Routing congestion:
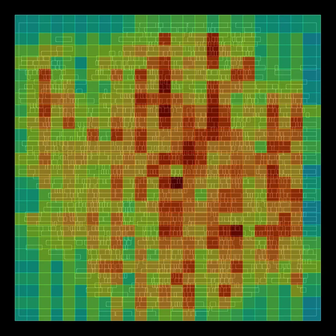
Met1 routing:
Scale: 3 px per um. Supply wires on this layer in grey.
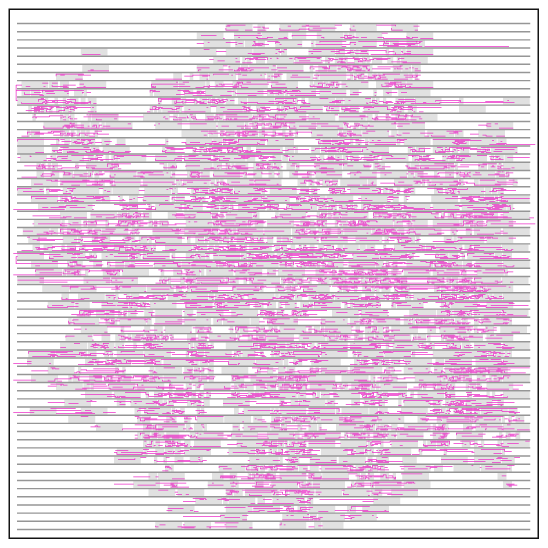
Where the registers sit:
Scale: 3 px per um. Other sequential cells in the stronger grey, the rest of the logic in the fainter grey.
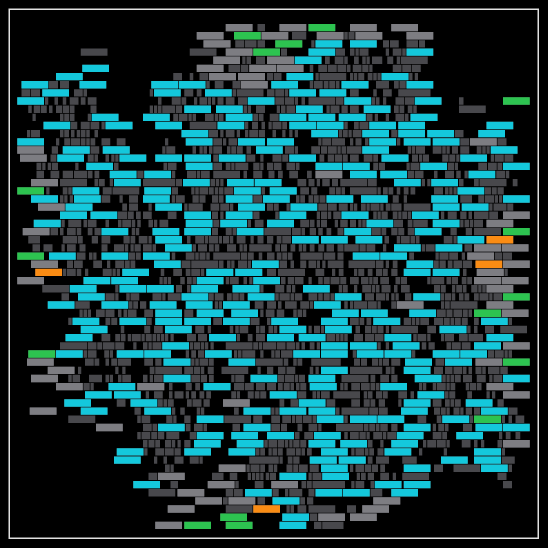
Signal wires on met4:
Scale: 3 px per um. Supply wires on this layer in grey.
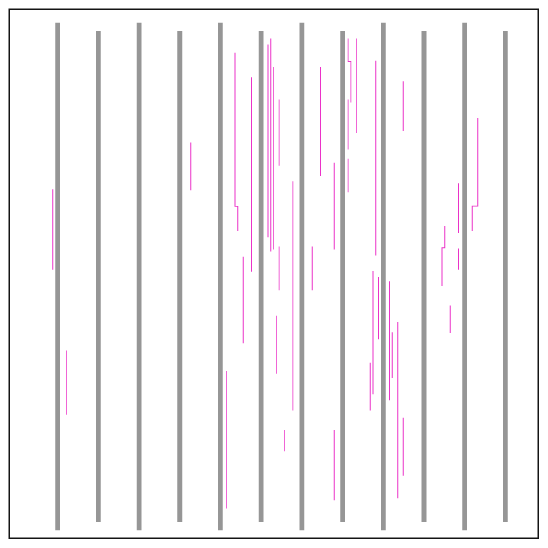
Wiring by layer:
Scale: 3 px per um. Only two layers are drawn.
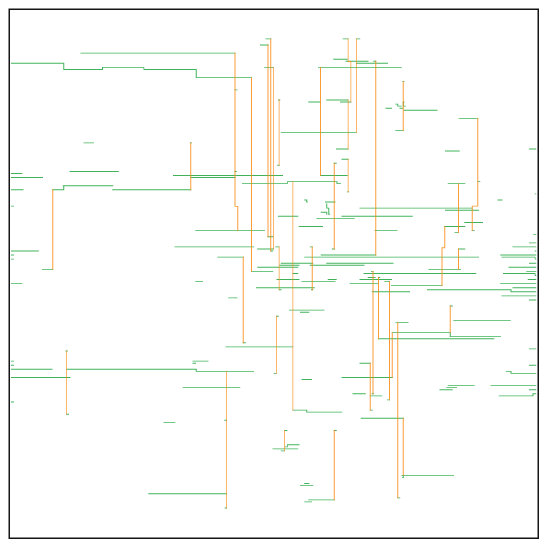
<file path="src/rtl/debounce_multicanal.sv">
// debounce_multicanal: per-channel synchronise + stability-window debounce with rise/fall pulses and a lowest-index event port
//   clk        system clock, rising edge
//   reset      asynchronous active-high reset
//   din        raw switch/button inputs (active-low ones flagged in INV_MASK)
//   db         debounced, polarity-corrected levels
//   rise/fall  one-cycle pulses on a committed 0->1 / 1->0 change of db
//   evt_valid  any rise or fall this cycle
//   evt_idx    lowest channel index with an edge this cycle
//   evt_rise   1 = that edge is a rise, 0 = a fall
//   evt_multi  more than one channel committed this cycle
module debounce_multicanal #(
  parameter bit              SIMULACION   = 1'b0,
  parameter int              CLK_HZ       = 16_000_000,
  parameter int              DEBOUNCE_MS  = 10,
  parameter int              DB_TICKS_SIM = 2,
  parameter int              N_CH         = 16,
  parameter logic [N_CH-1:0] INV_MASK     = '0,
  localparam int             IDX_W        = (N_CH > 1) ? $clog2(N_CH) : 1
) (
  input  logic             clk,
  input  logic             reset,
  input  logic [N_CH-1:0]  din,
  output logic [N_CH-1:0]  db,
  output logic [N_CH-1:0]  rise,
  output logic [N_CH-1:0]  fall,
  output logic             evt_valid,
  output logic [IDX_W-1:0] evt_idx,
  output logic             evt_rise,
  output logic             evt_multi
);
  localparam int DB_TICKS = SIMULACION ? DB_TICKS_SIM : (CLK_HZ / 1000) * DEBOUNCE_MS;
  localparam int W = (DB_TICKS > 1) ? $clog2(DB_TICKS) : 1;
  localparam logic [W-1:0] CNT_MAX = W'(DB_TICKS - 1);
  logic [N_CH-1:0] meta_q, sync_q, db_q, db_d, rise_q, rise_d, fall_q, fall_d;
  logic [N_CH-1:0] e, e_low;
  logic [N_CH-1:0][W-1:0] cnt_q, cnt_d;
  logic [IDX_W-1:0] idx_d, evt_idx_q;
  logic evt_valid_q, evt_rise_q, evt_multi_q;
  // Counter only runs while the synchronised level disagrees with db; any agreement clears it.
  always_comb begin
    db_d = db_q;
    rise_d = '0;
    fall_d = '0;
    for (int i = 0; i < N_CH; i++) begin
      cnt_d[i] = '0;
      if (sync_q[i] != db_q[i]) begin
        if (cnt_q[i] == CNT_MAX) begin
          db_d[i] = sync_q[i];
          rise_d[i] = sync_q[i];
          fall_d[i] = ~sync_q[i];
        end else begin
          cnt_d[i] = cnt_q[i] + 1'b1;
        end
      end
    end
  end
  // e_low isolates the lowest committing channel; anything left in e beyond it means a multi-commit.
  assign e = rise_d | fall_d;
  assign e_low = e & (~e + N_CH'(1));
  always_comb begin
    idx_d = '0;
    for (int i = N_CH - 1; i >= 0; i--) idx_d = e[i] ? IDX_W'(i) : idx_d;
  end
  always_ff @(posedge clk or posedge reset) begin
    if (reset) begin
      meta_q <= '0;
      sync_q <= '0;
      db_q <= '0;
      cnt_q <= '0;
      rise_q <= '0;
      fall_q <= '0;
      evt_valid_q <= 1'b0;
      evt_idx_q <= '0;
      evt_rise_q <= 1'b0;
      evt_multi_q <= 1'b0;
    end else begin
      meta_q <= din ^ INV_MASK;
      sync_q <= meta_q;
      db_q <= db_d;
      cnt_q <= cnt_d;
      rise_q <= rise_d;
      fall_q <= fall_d;
      evt_valid_q <= |e;
      evt_idx_q <= idx_d;
      evt_rise_q <= |(rise_d & e_low);
      evt_multi_q <= |(e & ~e_low);
    end
  end
  assign db = db_q;
  assign rise = rise_q;
  assign fall = fall_q;
  assign evt_valid = evt_valid_q;
  assign evt_idx = evt_idx_q;
  assign evt_rise = evt_rise_q;
  assign evt_multi = evt_multi_q;
endmodule

</file>
<file path="config.mk">
export PLATFORM = sky130hd
export DESIGN_NAME = debounce_multicanal
export DESIGN_NICKNAME = d
export VERILOG_FILES = /design/src/rtl/debounce_multicanal.sv
export SDC_FILE = /design/constraint.sdc
export NUM_CORES = 1
export LEC_CHECK = 0
export CAP_MARGIN = 25
export CORE_MARGIN = 2
export CORE_UTILIZATION = 57
export CTS_CLUSTER_DIAMETER = 150
export DETAILED_ROUTE_END_ITERATION = 10
export DONT_BUFFER_PORTS = 1
export PLACE_DENSITY = 0.85
export SLEW_MARGIN = 15
export SYNTH_ARGS = -nofsm -noshare
export SYNTH_HDL_FRONTEND = slang
export SYNTH_SLANG_ARGS = --single-unit
</file>
<file path="constraint.sdc">
create_clock -name clk -period 13.17 [get_ports clk]
set_clock_uncertainty 0.2 [all_clocks]
set_input_delay 2.634 -clock clk [delete_from_list [all_inputs] [get_ports clk]]
set_output_delay 2.634 -clock clk [all_outputs]
set_load 0.005 [all_outputs]
</file>
==> results.py <==
# Generated from Yosys and OpenROAD reports
metrics = {
    "pwr": {
        "power.share.clock_pct": 47.7,
        "pwr-share-seq_pct": 49.5,
        "switching_share_pct": 21.2,
        "vdd_drop_max_uv": 94.2,
        "p_comb_w": 0.0000660,
    },
    "yosys": {
        "netlist_area_sq_mm": 0.0168,
        "synthAoiAreaFrac_pct": 2.89,
        "postSynthCellCount": 1636,
        "yosysSeqAreaShare_pct": 55.7,
        "simple_gate_share_pct": 25.0,
        "fa_ha_area_share_pct": 1.25,
        "flop_cell": "dfrtp_1",
    },
    "final_layout": {
        "nets": 1690,
        "layout_top_cell": "dfrtp_1",
        "final_cell_mix": "375 x dfrtp_1, 320 x nor2_1, 160 x xor2_1",
    },
    "route": {
        "drc": 0,
        "finalWirelength_mm": 34.1,
        "dr.pass1.iters": 7,
    },
    "critical_path": {
        "cp.depth": 0,
        "startpoint": "db[9]$_DFFE_PP0P_",
        "critical_path.endpoint": "db[9]",
        "timing.rr.end": "evt_idx[1]$_DFF_PP0_",
        "cp-start-kind": "flip-flop",
        "endpoint_kind": "primary output",
        "reg2reg_slack_ns": 9.97,
    },
    "clocking": {
        "cts_buffers": 39,
        "clkLatencyLatePin_ns": 0.53,
        "cts_tree": "yes",
        "clock_path_buffers": 3,
        "ctsHoldBuffers": 0,
        "cts_resized": 0,
    },
    "outcome": {
        "status": "complete, no violations",
    },
    "timing": {
        "tightest_slew_ns": 1.05,
        "period_used_pct": 29.4,
        "fin_setup_tns_ns": 0,
        "fin_ws_ns": 9.30,
    },
    "floorplanning": {
        "core-area_sq_mm": 0.0289,
        "dieWidth_um": 176,
    },
    "grt": {
        "grt_pass1_wl_mm": 58.0,
        "grt_pass1_vias": 12033,
    },
    "run": {
        "maxCapViolCount": 0,
    },
    "worst_hold_path": {
        "min_path_cells": 0,
        "hp-class": "reg -> reg",
    },
    "placed_design": {
        "numPlacedInstances": 1997,
        "placed_cell_area_sq_mm": 0.0173,
    },
}
Notes on 'routing congestion' above:
Final Core Density: 64.6%
routing usage on met3: 4.05%

Notes on 'met1 routing' above:
nets with wire on the layer	1597
longest straight run	58.0 um

Notes on 'where the registers sit' above:
name in the netlist	colour	placed flops
fall	green	16
cnt_q	cyan	288
evt_idx	orange	4

Notes on 'signal wires on met4' above:
main direction	vertical
wire length on this layer	1160 um

Notes on 'wiring by layer' above:
layer	colour	wire length
metal 4	orange	1160 um
metal 3	green	1590 um

-- sequential cells by signal, summed over array words and instances (netlist names) --
signal	cells
fall	16
rise	16
evt_rise	1
sync_q	16
evt_valid	1
cnt_q	288
evt_multi	1
db	16
evt_idx	4
meta_q	16
-- metal layers --
metal / up-vias / track usage, % / wire length, um
li1: 5596 / - / -
met1: 5854 / 29.5 / 14500
met2: 264 / 38.3 / 16800
met3: 88 / 4.05 / 1590
met4: 0 / 8.54 / 1160
met5: - / 0 / 0
-- synthesized netlist by cell type (23+ instances only) --
cell | n | share of area [%]
nand3_1 | 119 | 3.5
nand2_1 | 113 | 2.5
xor2_1 | 160 | 8.3
xnor2_1 | 97 | 5.0
a21oi_1 | 23 | 0.68
and3_1 | 66 | 2.5
or3_1 | 24 | 0.89
inv_1 | 26 | 0.58
nor2_1 | 320 | 7.1
nor3_1 | 34 | 1.0
o21ai_0 | 30 | 0.89
dfrtp_1 | 375 | 56
nand4_1 | 56 | 2.1
-- layout make-up --
type / instances / area [sq um] / share of cell area [%]
well taps: 384 / 480 / 2.58
clock inverters: 11 / 159 / 0.852
inverters: 26 / 101 / 0.543
flip-flops and latches: 375 / 9380 / 50.3
clock buffers: 58 / 1190 / 6.38
repair buffers: 6 / 97.6 / 0.523
multi-input cells: 1208 / 7240 / 38.8
-- cells by family (layout without fill, tap and decap cells) --
kind of cell | count (synthesis) | in the layout
compound gates | 81 | 81
flops | 375 | 375
fa+ha+maj | 17 | 17
buf+inv | 53 | 101
mux | 8 | 8
simple gates | 845 | 845
xor+xnor | 257 | 257
Power figures rest on the tool's default switching activity, not on a simulated workload.
